File: src/rtl/sw_pkg.sv
// Shared timing constants for the slide-switch front end.
package sw_pkg;
    localparam int CLK_HZ      = 50_000_000;
    localparam int DEBOUNCE_MS = 20;
    localparam int SW_CNT_MAX  = CLK_HZ / 1000 * DEBOUNCE_MS;
endpackage

File: src/rtl/debounce_bit.sv
// One switch bit: 2-flop synchroniser, stability counter, debounced level and registered edge strobes.
// o_chg_nxt is the unregistered pulse term, exposed so the parent can register a shared change flag.
module debounce_bit #(
    parameter int CNT_MAX = 4
) (
    input  logic i_clk,
    input  logic i_rst,
    input  logic i_sw_raw,
    output logic o_db,
    output logic o_rise,
    output logic o_fall,
    output logic o_chg_nxt
);
    localparam int CW = (CNT_MAX > 1) ? $clog2(CNT_MAX) : 1;
    localparam logic [CW-1:0] CNT_LAST = CW'(CNT_MAX - 1);

    logic          r_s1;
    logic          r_s2;
    logic          r_db;
    logic          r_rise;
    logic          r_fall;
    logic [CW-1:0] r_cnt;

    logic w_accept;
    logic w_rise_nxt;
    logic w_fall_nxt;

    always_comb begin
        w_accept   = (r_s2 != r_db) && (r_cnt == CNT_LAST);
        w_rise_nxt = w_accept &  r_s2;
        w_fall_nxt = w_accept & ~r_s2;
    end

    always_ff @(posedge i_clk or posedge i_rst) begin
        if (i_rst) begin
            r_s1   <= 1'b0;
            r_s2   <= 1'b0;
            r_db   <= 1'b0;
            r_rise <= 1'b0;
            r_fall <= 1'b0;
            r_cnt  <= '0;
        end else begin
            r_s1   <= i_sw_raw;
            r_s2   <= r_s1;
            r_rise <= w_rise_nxt;
            r_fall <= w_fall_nxt;
            // Any return to the accepted level restarts the stability window.
            if (r_s2 == r_db) begin
                r_cnt <= '0;
            end else if (w_accept) begin
                r_db  <= r_s2;
                r_cnt <= '0;
            end else begin
                r_cnt <= r_cnt + CW'(1);
            end
        end
    end

    assign o_db      = r_db;
    assign o_rise    = r_rise;
    assign o_fall    = r_fall;
    assign o_chg_nxt = w_rise_nxt | w_fall_nxt;
endmodule

File: src/rtl/sw_debounce.sv
// Debounces WIDTH asynchronous switch inputs; latency CNT_MAX+2 cycles from a clean step.
// Emits per-bit rise/fall strobes and a registered any-change flag.
module sw_debounce
    import sw_pkg::*;
#(
    parameter int WIDTH   = 10,
    parameter int CNT_MAX = SW_CNT_MAX
) (
    input  logic             clk,
    input  logic             rst,
    input  logic [WIDTH-1:0] sw_raw,
    output logic [WIDTH-1:0] sw_db,
    output logic [WIDTH-1:0] sw_rise,
    output logic [WIDTH-1:0] sw_fall,
    output logic             any_change
);
    logic [WIDTH-1:0] w_chg_nxt;
    logic             r_any_change;

    for (genvar gi = 0; gi < WIDTH; gi++) begin : g_bit
        debounce_bit #(
            .CNT_MAX (CNT_MAX)
        ) u_bit (
            .i_clk     (clk),
            .i_rst     (rst),
            .i_sw_raw  (sw_raw[gi]),
            .o_db      (sw_db[gi]),
            .o_rise    (sw_rise[gi]),
            .o_fall    (sw_fall[gi]),
            .o_chg_nxt (w_chg_nxt[gi])
        );
    end

    always_ff @(posedge clk or posedge rst) begin
        if (rst) begin
            r_any_change <= 1'b0;
        end else begin
            r_any_change <= |w_chg_nxt;
        end
    end

    assign any_change = r_any_change;
endmodule
File: config.mk
export PLATFORM = sky130hd
export DESIGN_NAME = sw_debounce
export DESIGN_NICKNAME = d
export VERILOG_FILES = /design/src/rtl/sw_pkg.sv /design/src/rtl/debounce_bit.sv /design/src/rtl/sw_debounce.sv
export SDC_FILE = /design/constraint.sdc
export NUM_CORES = 1
export LEC_CHECK = 0
export CAP_MARGIN = 15
export CORE_MARGIN = 3
export CORE_UTILIZATION = 32
export CTS_CLUSTER_SIZE = 40
export DETAILED_ROUTE_END_ITERATION = 7
export PLACE_DENSITY_LB_ADDON = 0.15
export SLEW_MARGIN = 20
export SYNTH_ARGS = -nofsm -noshare
export SYNTH_HDL_FRONTEND = slang
export SYNTH_SLANG_ARGS = --single-unit
export TNS_END_PERCENT = 50
File: constraint.sdc
create_clock -name clk -period 13.1 [get_ports clk]
set_input_delay 3.93 -clock clk [delete_from_list [all_inputs] [get_ports clk]]
set_output_delay 3.93 -clock clk [all_outputs]
set_load 0.005 [all_outputs]
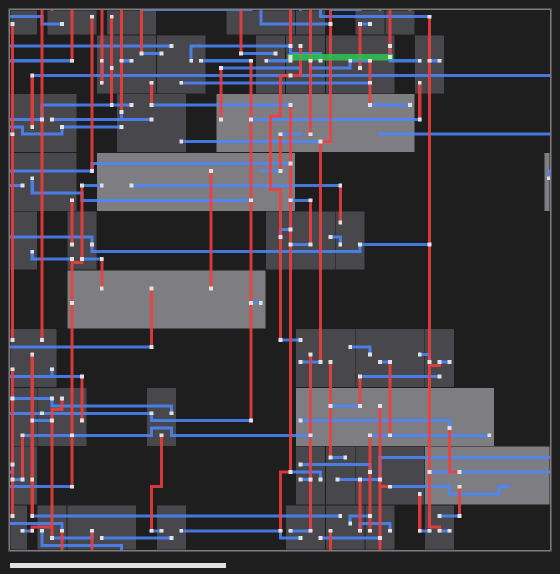
Figure 1: close-up of the layout.
Scale bar: 10 um. Region (36, 36) to (61, 61) um. Cells in grey, sequential cells in the stronger grey; small squares are vias.
Key: M2 = red; M3 = green; M1 = blue
Most frequent: nor2_1 (9), dfrtp_1 (5). Netlist names of flops here include g_bit.u_bit.r_cnt (5). 36 logic cells have their middle in the window. Sequential cells in the window: 5.

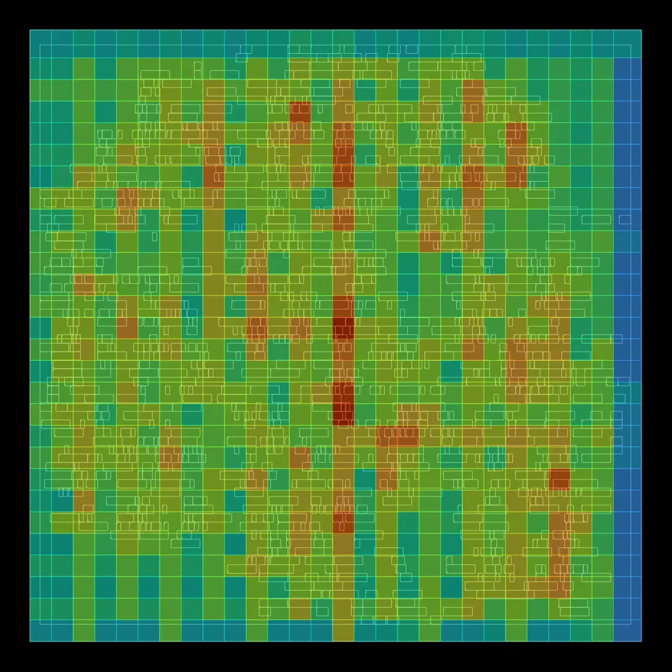
Figure 2: congestion heat map.
fin util: 37.7%
Top Usage Layer GRT: met2
routed len/inst: 13.5 um
M2 GR Usage: 18.6%

==> changes_impl.md <==
## Flow update

- Status: complete, no violations
- Grt ovf: 0
- Post-layout net count: 1,153
- Post-Synth XOR/XNOR Area: 14.2%
- Peak Freq: 186 MHz
- First-pass GRT wire length: 37,700 um
- Area share, top type: 54.8%
- Chip width: 195 um
- Logic area: 4730 um2
- Root Driver: clkbuf_16
- Latency at later pin: 0.55 ns
- H-tree Lvls: 1
- Inserted Clock Buffers: 31
- Netlist Area Pre-Place: 11,500 um2
- Slowest stage delay, CP: 0.52 ns
- CTS tree: built
- Final ANT Viol Nets: 0
- Dpl hpwl: 14,000 um
- Die Y: 195 um
- GPL Wtd Cong: 0.726
- Crit path max-delay cell type: clkdlybuf4s50_1
- Starting DRC count in detailed routing: 348
- Core area: 34,900 um2
- Compound Share, Synth: 0.612%
- Clock Pin Slew Worst Setup and Hold Paths: 0.06 ns
- Via count: 7,422
- Flip-flops with a built-in enable: 0
- CP Depth: 1
- Yosys adder share: 1.09%
- Area delta synth->final: 14.8%
- Netlist cell types: 44
- Aggregate routed wire length: 21,800 um
- Worst EP required: 9.17 ns
- Final cycle utilization of the critical path: 41.0%
- Worst hold path type: register to register
- Cell taking the most area after synthesis: dfrtp_1
- Post-CTS setup buffer count: 0
- GRT Overall Usage: 11.5%
- Vias per cell: 4.62
- Static leakage: 0.00560 uW
- Worst-Margin Slew: 0.814 ns
- Final setup margin: 7.72 ns
- Yosys top cell by instances: dfrtp_1
- CTS Buffer Depth: 3
- Yosys reg bits: 251
- FP Util: 32.8%
- YS chip area: 11,500 um2
- Top logic family: simple AND/OR/NAND/NOR gates
- Synth Net Count: 1,131
- Max VDD drop: 0.107 mV
- Die ar.: 38,100 um2
- Post-route setup TNS: 0 ns
- Sequential area share after synthesis: 54.8%
- Antenna cells: 0
- Critical Path Source Type: register
- Post_cts resized: 0
- Register area: 6280 um2
- Post-synthesis mux area share: 0.590%
- Drc violations: 0
- Rel. slew slack: 45.2%
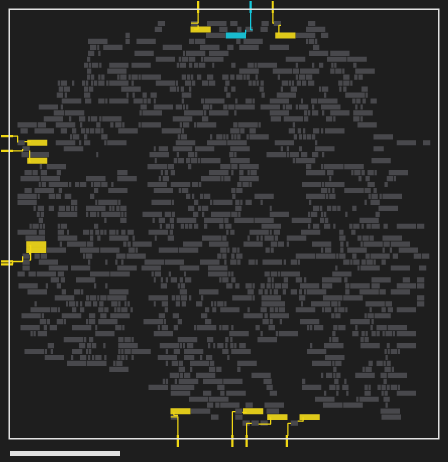
Figure 3: wires at chosen ports, followed through buffers.
Scale bar: 50 um.
Key: sw_raw = yellow [direction input, end cells 10, buffers 10, wire 127 um]; any_change = cyan [direction output, end cells 1, buffers 1, wire 11.3 um]
port buffer count: 42
IO Count: 43

## layout by cell type (no fill, tap or decap), drive strengths merged
cell	Yosys	final
bufinv	0	2
xor2	101	101
nor4	31	31
nand2	58	58
nand4b	1	1
xnor2	85	85
or2	6	6
a21oi	4	4
nor3b	1	1
and4b	1	1
nand3b	4	4
nand3	80	80
clkinv	0	5
clkbuf	17	47
clkinvlp	0	1
or4	3	3
nor3	18	18
and3	29	29
or4b	1	1
o21ai	4	4
a21o	4	4
or3b	2	2
and4	21	21
dfrtp	251	251
inv	25	25
mux2	6	6
clkdlybuf4s50	0	42
nor2	233	233
or3	4	4
buf	38	2
and2b	1	1
nor4b	12	12
nand2b	4	4
and2	10	10
nand4	39	39
nor2b	5	5
ha	10	10
## routing by layer
| metal | GRT usage (%) | routed length, um | up-vias |
|---|---|---|---|
| li1 | - | - | 3730 |
| met1 | 16.0 | 10600 | 3583 |
| met2 | 18.6 | 9840 | 73 |
| met3 | 2.05 | 722 | 36 |
| met4 | 3.14 | 580 | 0 |
| met5 | 0 | 0 | - |
## final timing paths
| kind | from | slack (ns) | end |
|---|---|---|---|
| setup / recovery | g_bit[9].u_bit.o_db | 7.72 | sw_db[9] |
| hold / removal | g_bit[4].u_bit.r_s1 | 0.35 | g_bit[4].u_bit.r_s2 |
| setup reg to reg | g_bit[3].u_bit.r_cnt[0] | 10.86 | g_bit[3].u_bit.r_cnt[5] |
| hold reg to reg | g_bit[4].u_bit.r_s1 | 0.35 | g_bit[4].u_bit.r_s2 |
| max in group asynchronous | rst | 7.82 | g_bit[4].u_bit.r_cnt[12] |
| min in group asynchronous | rst | 3.92 | g_bit[5].u_bit.r_s1 |
## power breakdown
group          internal [uW]  total, uW  switching [uW]  leakage, uW
clock                    522        843             322     0.000504
combinational           12.4       44.4            32.0      0.00166
sequential               786        797            10.4      0.00344
## state kept, by name, indices dropped and copies added (netlist names)
signal              flops
g_bit.u_bit.o_fall     10
g_bit.u_bit.o_rise     10
any_change              1
g_bit.u_bit.o_db       10
g_bit.u_bit.r_s2       10
g_bit.u_bit.r_cnt     200
g_bit.u_bit.r_s1       10
## final cells by class
class / instances / share of cell area (%)
Multi-Input combinational cell: 778 / 36.0
Timing Repair Buffer: 44 / 3.31
Clock inverter: 8 / 0.733
Inverter: 25 / 0.809
Sequential cell: 251 / 47.8
Clock buffer: 47 / 7.04
Tap cell: 455 / 4.33
## metrics by stage
stage / instances / total power [uW] / area (um2)
after global routing: 1608 / 1760 / 13100
after floorplan: 1109 / 842 / 11500
after detailed placement: 1553 / 858 / 12100
final: 1608 / 1680 / 13100
after global placement: 1553 / 858 / 12100
after CTS: 1608 / 1720 / 13100
## cells by family (layout without fill, tap and decap cells)
kind of cell,count (synthesis),count (layout)
mux,6,6
flops,251,251
buf+inv,80,124
xor+xnor,186,186
compound gates,12,12
simple gates,564,564
fa+ha+maj,10,10
Power figures rest on the tool's default switching activity, not on a simulated workload.
